`src/rtl/i2c_pkg.sv`:
```
// i2c_pkg: shared state encoding and bus constants for the I2C target.
// Imported by i2c_target; no ports.
package i2c_pkg;

  typedef enum logic [2:0] {
    ST_IDLE      = 3'd0,
    ST_ADDR      = 3'd1,
    ST_ADDR_ACK  = 3'd2,
    ST_WR_DATA   = 3'd3,
    ST_WR_ACK    = 3'd4,
    ST_RD_DATA   = 3'd5,
    ST_RD_ACK    = 3'd6,
    ST_WAIT_STOP = 3'd7
  } i2c_tgt_state_e;

  localparam logic I2C_ACK      = 1'b0;
  localparam logic I2C_NACK     = 1'b1;
  localparam logic I2C_RW_WRITE = 1'b0;
  localparam logic I2C_RW_READ  = 1'b1;

endpackage

```
`src/rtl/i2c_sync_edge.sv`:
```
// i2c_sync_edge: SYNC_STAGES-deep synchronizer plus edge detect.
// Ports: i_clk, i_rst, i_pin (async) -> o_level, o_rise, o_fall.
module i2c_sync_edge #(
  parameter int SYNC_STAGES = 2
) (
  input  logic i_clk,
  input  logic i_rst,
  input  logic i_pin,
  output logic o_level,
  output logic o_rise,
  output logic o_fall
);

  logic [SYNC_STAGES-1:0] r_sync;
  logic                   r_prev;

  // Reset to 1: an idle I2C bus is pulled high.
  always_ff @(posedge i_clk or posedge i_rst) begin
    if (i_rst) begin
      r_sync <= '1;
      r_prev <= 1'b1;
    end else begin
      r_sync <= {r_sync[SYNC_STAGES-2:0], i_pin};
      r_prev <= r_sync[SYNC_STAGES-1];
    end
  end

  assign o_level = r_sync[SYNC_STAGES-1];
  assign o_rise  = o_level & ~r_prev;
  assign o_fall  = ~o_level & r_prev;

endmodule

```
`src/rtl/i2c_target.sv`:
```
// i2c_target: I2C target with 7-bit address match and byte strobes.
// Ports: clk, rst, scl_i, sda_i, sda_oe, rx_data/rx_valid, tx_data/tx_req, busy.
module i2c_target
  import i2c_pkg::*;
#(
  parameter logic [6:0] TARGET_ADDR = 7'h42,
  parameter int         SYNC_STAGES = 2
) (
  input  logic       clk,
  input  logic       rst,
  input  logic       scl_i,
  input  logic       sda_i,
  output logic       sda_oe,
  output logic [7:0] rx_data,
  output logic       rx_valid,
  input  logic [7:0] tx_data,
  output logic       tx_req,
  output logic       busy
);

  logic w_scl, w_scl_rise, w_scl_fall;
  logic w_sda, w_sda_rise, w_sda_fall;
  logic w_start, w_stop;

  i2c_tgt_state_e r_state;
  logic [2:0]     r_bitcnt;
  logic           r_full;
  logic [7:0]     r_shift;
  logic [7:0]     r_tx_shift;
  logic           r_rw;
  logic           r_mack;
  logic           r_sda_oe;
  logic [7:0]     r_rx_data;
  logic           r_rx_valid;
  logic           r_tx_req;
  logic           r_busy;

  i2c_sync_edge #(.SYNC_STAGES(SYNC_STAGES)) u_scl (
    .i_clk  (clk),
    .i_rst  (rst),
    .i_pin  (scl_i),
    .o_level(w_scl),
    .o_rise (w_scl_rise),
    .o_fall (w_scl_fall)
  );

  i2c_sync_edge #(.SYNC_STAGES(SYNC_STAGES)) u_sda (
    .i_clk  (clk),
    .i_rst  (rst),
    .i_pin  (sda_i),
    .o_level(w_sda),
    .o_rise (w_sda_rise),
    .o_fall (w_sda_fall)
  );

  assign w_start = w_sda_fall & w_scl;
  assign w_stop  = w_sda_rise & w_scl;

  // r_full marks "8 bits shifted in": the counter alone wraps to 0
  // and cannot tell a finished byte from a freshly started one.
  always_ff @(posedge clk or posedge rst) begin
    if (rst) begin
      r_state    <= ST_IDLE;
      r_bitcnt   <= 3'd0;
      r_full     <= 1'b0;
      r_shift    <= 8'h00;
      r_tx_shift <= 8'h00;
      r_rw       <= I2C_RW_WRITE;
      r_mack     <= I2C_NACK;
      r_sda_oe   <= 1'b0;
      r_rx_data  <= 8'h00;
      r_rx_valid <= 1'b0;
      r_tx_req   <= 1'b0;
      r_busy     <= 1'b0;
    end else begin
      r_rx_valid <= 1'b0;
      r_tx_req   <= 1'b0;
      if (w_stop) begin
        r_state  <= ST_IDLE;
        r_sda_oe <= 1'b0;
        r_busy   <= 1'b0;
      end else if (w_start) begin
        // Repeated START keeps the session; a new
        // address that misses ends it below.
        r_state  <= ST_ADDR;
        r_bitcnt <= 3'd0;
        r_full   <= 1'b0;
        r_sda_oe <= 1'b0;
      end else begin
        case (r_state)
          ST_ADDR: begin
            if (w_scl_rise) begin
              r_shift  <= {r_shift[6:0], w_sda};
              r_bitcnt <= r_bitcnt + 3'd1;
              if (r_bitcnt == 3'd7) r_full <= 1'b1;
            end else if (w_scl_fall && r_full) begin
              r_full <= 1'b0;
              if (r_shift[7:1] == TARGET_ADDR) begin
                r_state  <= ST_ADDR_ACK;
                r_sda_oe <= 1'b1;
                r_busy   <= 1'b1;
                r_rw     <= r_shift[0];
                r_tx_req <= (r_shift[0] == I2C_RW_READ);
              end else begin
                r_state <= ST_WAIT_STOP;
                r_busy  <= 1'b0;
              end
            end
          end
          ST_ADDR_ACK: begin
            if (w_scl_fall) begin
              r_bitcnt <= 3'd0;
              r_full   <= 1'b0;
              if (r_rw == I2C_RW_READ) begin
                r_state    <= ST_RD_DATA;
                r_tx_shift <= tx_data;
                r_sda_oe   <= ~tx_data[7];
              end else begin
                r_state  <= ST_WR_DATA;
                r_sda_oe <= 1'b0;
              end
            end
          end
          ST_WR_DATA: begin
            if (w_scl_rise) begin
              r_shift  <= {r_shift[6:0], w_sda};
              r_bitcnt <= r_bitcnt + 3'd1;
              if (r_bitcnt == 3'd7) r_full <= 1'b1;
            end else if (w_scl_fall && r_full) begin
              r_full     <= 1'b0;
              r_rx_data  <= r_shift;
              r_rx_valid <= 1'b1;
              r_sda_oe   <= 1'b1;
              r_state    <= ST_WR_ACK;
            end
          end
          ST_WR_ACK: begin
            if (w_scl_fall) begin
              r_sda_oe <= 1'b0;
              r_bitcnt <= 3'd0;
              r_state  <= ST_WR_DATA;
            end
          end
          ST_RD_DATA: begin
            // Each fall ends the bit on the wire; put up the next.
            if (w_scl_fall) begin
              r_bitcnt <= r_bitcnt + 3'd1;
              if (r_bitcnt == 3'd7) begin
                r_sda_oe <= 1'b0;
                r_tx_req <= 1'b1;
                r_state  <= ST_RD_ACK;
              end else begin
                r_sda_oe   <= ~r_tx_shift[6];
                r_tx_shift <= {r_tx_shift[6:0], 1'b0};
              end
            end
          end
          ST_RD_ACK: begin
            if (w_scl_rise) begin
              r_mack <= w_sda;
            end else if (w_scl_fall) begin
              r_bitcnt <= 3'd0;
              if (r_mack == I2C_ACK) begin
                r_tx_shift <= tx_data;
                r_sda_oe   <= ~tx_data[7];
                r_state    <= ST_RD_DATA;
              end else begin
                r_sda_oe <= 1'b0;
                r_state  <= ST_WAIT_STOP;
              end
            end
          end
          default: ;
        endcase
      end
    end
  end

  assign sda_oe   = r_sda_oe;
  assign rx_data  = r_rx_data;
  assign rx_valid = r_rx_valid;
  assign tx_req   = r_tx_req;
  assign busy     = r_busy;

endmodule

```
`config.mk`:
```
export PLATFORM = sky130hd
export DESIGN_NAME = i2c_target
export DESIGN_NICKNAME = d
export VERILOG_FILES = /design/src/rtl/i2c_pkg.sv /design/src/rtl/i2c_sync_edge.sv /design/src/rtl/i2c_target.sv
export SDC_FILE = /design/constraint.sdc
export NUM_CORES = 1
export LEC_CHECK = 0
export CAP_MARGIN = 10
export CORE_UTILIZATION = 55
export DETAILED_ROUTE_END_ITERATION = 12
export PLACE_DENSITY_LB_ADDON = 0.3
export SLEW_MARGIN = 20
export SYNTH_ARGS = -nofsm -noshare
export SYNTH_HDL_FRONTEND = slang
export SYNTH_SLANG_ARGS = --single-unit
```
`constraint.sdc`:
```
create_clock -name clk -period 2.3 [get_ports clk]
set_clock_uncertainty 0.05 [all_clocks]
set_input_delay 0.69 -clock clk [delete_from_list [all_inputs] [get_ports clk]]
set_output_delay 0.69 -clock clk [all_outputs]
set_load 0.1 [all_outputs]
```
==> flow_summary.ini <==
; yosys + openroad results
[pwr]
peakVddDrop_v = 0.000691
swShare = 0.352
pwr-share-clk = 0.256
p_leak_nw = 1.15
p_sw_mw = 0.949
pwr-share-seq = 0.406
p_per_area_nw_per_um2 = 1110
internal_power_mw = 1.75

[finish]
syn_to_final_growth_pct = 18.2
nFillCells = 249
final_nets = 219

[route]
wl_met1_um = 1680
wl_met3_um = 213
vias = 1488
routed_wl_um = 4060
initialDrtViolationCount = 88
drc = 0

[clocking]
cts_buffers = 5
clk_latency_ps = 290
path_clk_slew_ps = 80
post_cts_buffers = 0
postCtsHoldBufs = 0
tritoncts = yes

[final_timing]
maxSlewViolCount = 0
max_freq_mhz = 482
worstMarginPinSlew_ps = 786
min_period_ps = 2070
finalSetupTns_ps = 0
rsz0062_at_grt = false
finalSetupViolations = 0

[setup_path]
worstReg2RegEnd = r_tx_shift[0]
crit_end = r_tx_shift[0]
critPathMaxFanout = 14
r2r_slack_ps = 230
startpoint_type = register
cp.arrival_ps = 2170

[global_routing]
grt_max_degree = 43
grt_pass1_vias = 1469
grt_busiest_layer = met2
grt_use_total = 0.230
grt-ovfl-total = 0
grtUsageMet1 = 0.303

[yosys]
edf_count = 0
synthCells = 178
ff_type = dfrtp_1
syn-cell-area_um2 = 2050
synth.cellmix.compoundShare = 0.122
top_logic_kind = simple AND/OR/NAND/NOR gates
synth_cell_types = 49
synth_dominant_cell_count = dfrtp_1
synth.avg_cell_area_um2 = 11.5
muxShareOfSynthArea = 0.151
syn_nets = 192
ys_cells = 178

[min_path]
hp-start = u_sda.r_sync[0]
hold_class = reg2reg

[job]
max_cap_violations = 0
warnings = 26

[place]
dp_hpwl_um = 2970
gp_congestion = 0.916
port_buffers = 23

[die]
std_cell_rows = 21
boundaryPins = 24
core_area_um2 = 3470
chipArea_um2 = 3980
die_h_um = 63.1

[status]
outcome = finished, final reports clean
==> worst max-delay path: stages (launching register included) <==
cell and delay, ps:
dfrtp_1 400, ha_1 210, ha_1 220, or2b_1 260
nor2_2 210, o21ai_1 320, nand2_1 180, o21ai_1 80
==> metrics by stage <==
| step | setup WS, ps | cell area, µm² | power (mW) | hold slack, ps | instances |
|---|---|---|---|---|---|
| 4_1_cts | 209 | 2430 | 2.71 | 304 | 252 |
| 6_report | 226 | 2430 | 2.70 | 302 | 252 |
| 5_1_grt | 40.2 | 2430 | 2.85 | 304 | 252 |
| 3_3_place_gp | 415 | 2290 | 1.95 | 297 | 244 |
| 2_1_floorplan | 538 | 2050 | 1.82 | 295 | 178 |
| 3_5_place_dp | 222 | 2290 | 2.01 | 300 | 244 |
==> layout make-up <==
class                   count  area, µm²  share of cell area
clock buffers               5       68.8              0.0284
clock inverters             3       68.8              0.0284
inverters                   6       22.5             0.00928
multi-input cells         124        915               0.377
flip-flops and latches     42       1060               0.437
well taps                  46       57.6              0.0237
repair buffers             26        235              0.0969
==> layout by cell type, fill, tap and decap left out, types with 7 or more instances in the layout <==
cell             netlist  final
nor2_1                 8      8
nand2b_1               7      7
clkdlybuf4s50_1        0     11
nand2_1               22     22
o21ai_0                7      7
buf_4                  3     14
dfstp_2                7      7
dfrtp_1               35     35
mux2_2                18     18
mux2i_1                8      8
==> power groups by stage <==
stage,registers (mW),logic (mW),clock network (mW)
final,1.09,0.910,0.690
after global routing,1.12,0.995,0.736
after CTS,1.09,0.910,0.705
after detailed placement,1.10,0.902,0
after global placement,1.09,0.858,0
after floorplan,1.08,0.737,0
==> flip-flops by register name (all words and copies together) (netlist names), 2 cells and up <==
register,cells
r_tx_shift,7
rx_data,8
u_scl.r_sync,2
r_bitcnt,3
r_shift,8
r_state,3
u_sda.r_sync,2
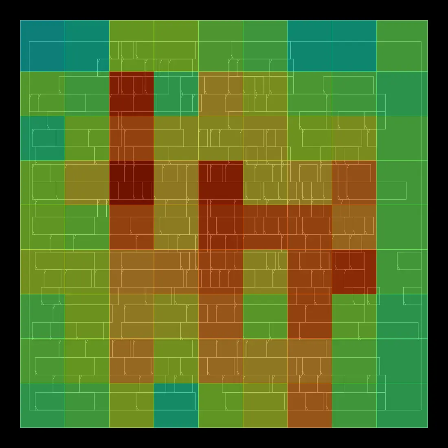
Fig. 1. Routing congestion map.
DR WL/cell: 16.1 µm
Core Util, Final: 0.700

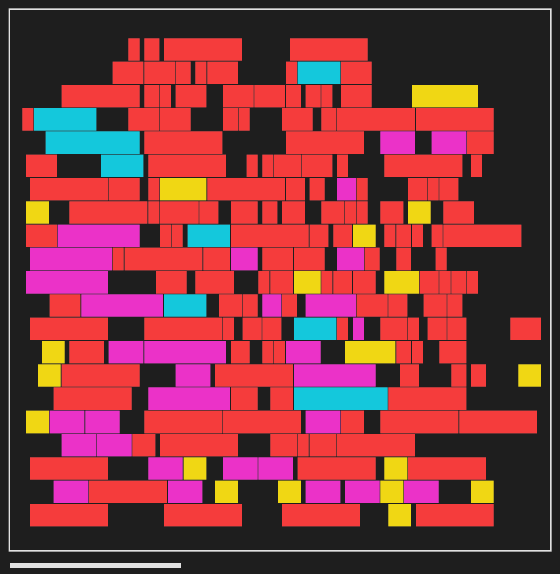
Fig. 2. Cells by drive strength.
The bar under the picture is 20 µm long.
Key: drive 2 = magenta [cells 31, share 15%, most used mux2_2]; drive 6 and up = cyan [cells 8, share 3.9%, most used clkbuf_8]; drive 1 or less = red [cells 148, share 72%, most used dfrtp_1]; drive 3 to 4 = yellow [cells 19, share 9.2%, most used buf_4]

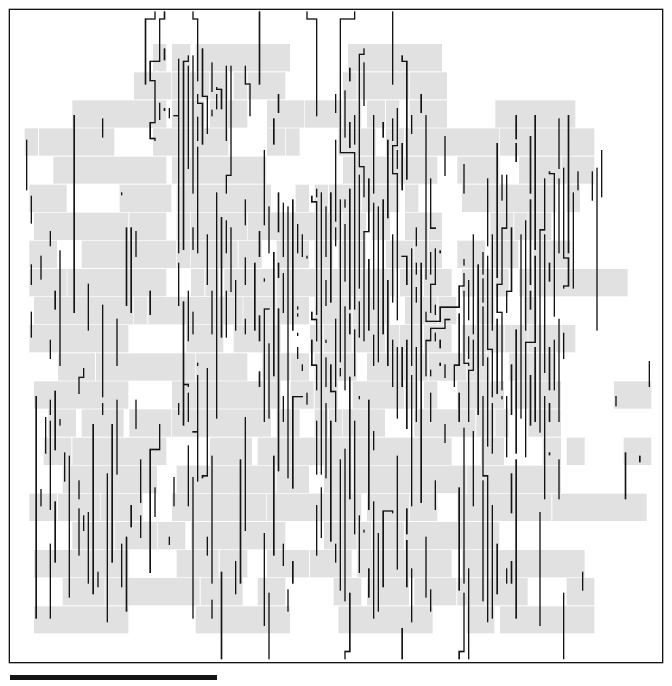
Fig. 3. Met2 routing.
The bar under the picture is 20 µm long. Cells faint in the background.
202 nets have wire on it. The layer carries 2080 µm of wire.

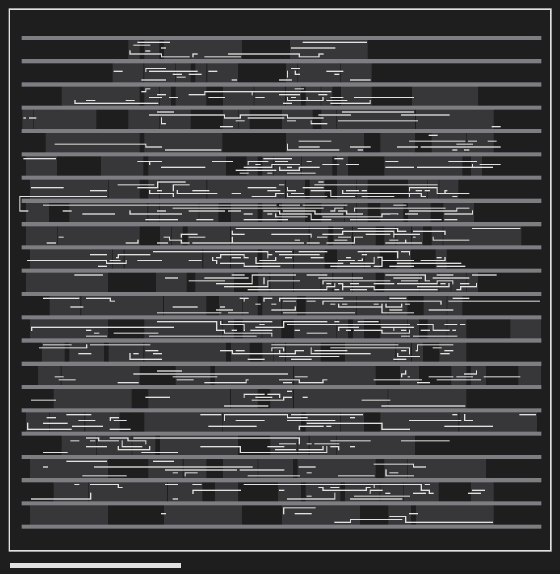
Fig. 4. Metal 1.
The bar under the picture is 20 µm long. Supply wires on this layer in grey. Cells faint in the background.
The wires run mostly horizontal. The layer holds 41% of the routed length.

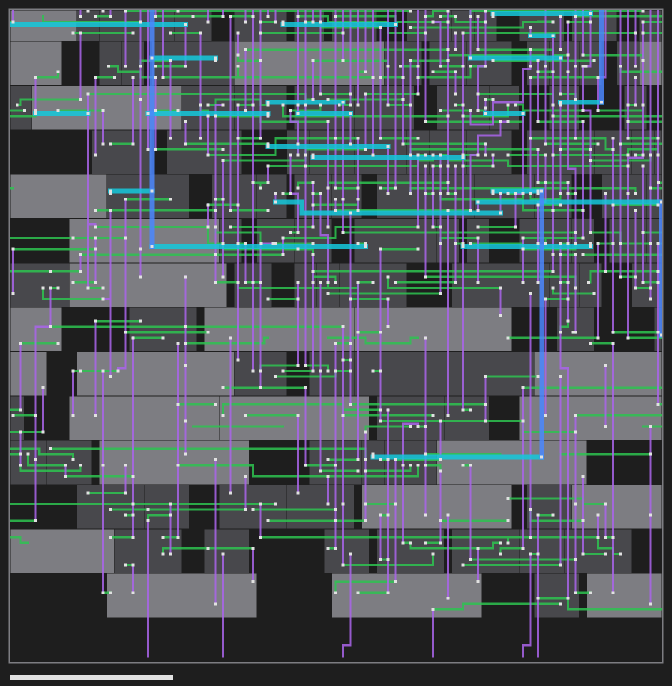
Fig. 5. Close-up of the layout.
The bar under the picture is 10 µm long. Window x 12 to 52, y 0 to 40 µm. Cells in grey, sequential cells in the stronger grey; small squares are vias.
Key: met3 = cyan; met4 = blue; met1 = green; met2 = purple
Most frequent: dfrtp_1 (16), mux2_2 (12), nand2_1 (11). Sequential cells in the window: 20. Netlist names of flops here include `r_shift` (6), `rx_data` (5). 114 logic cells have their middle in the window.

Power is estimated from default activity; no workload was simulated.
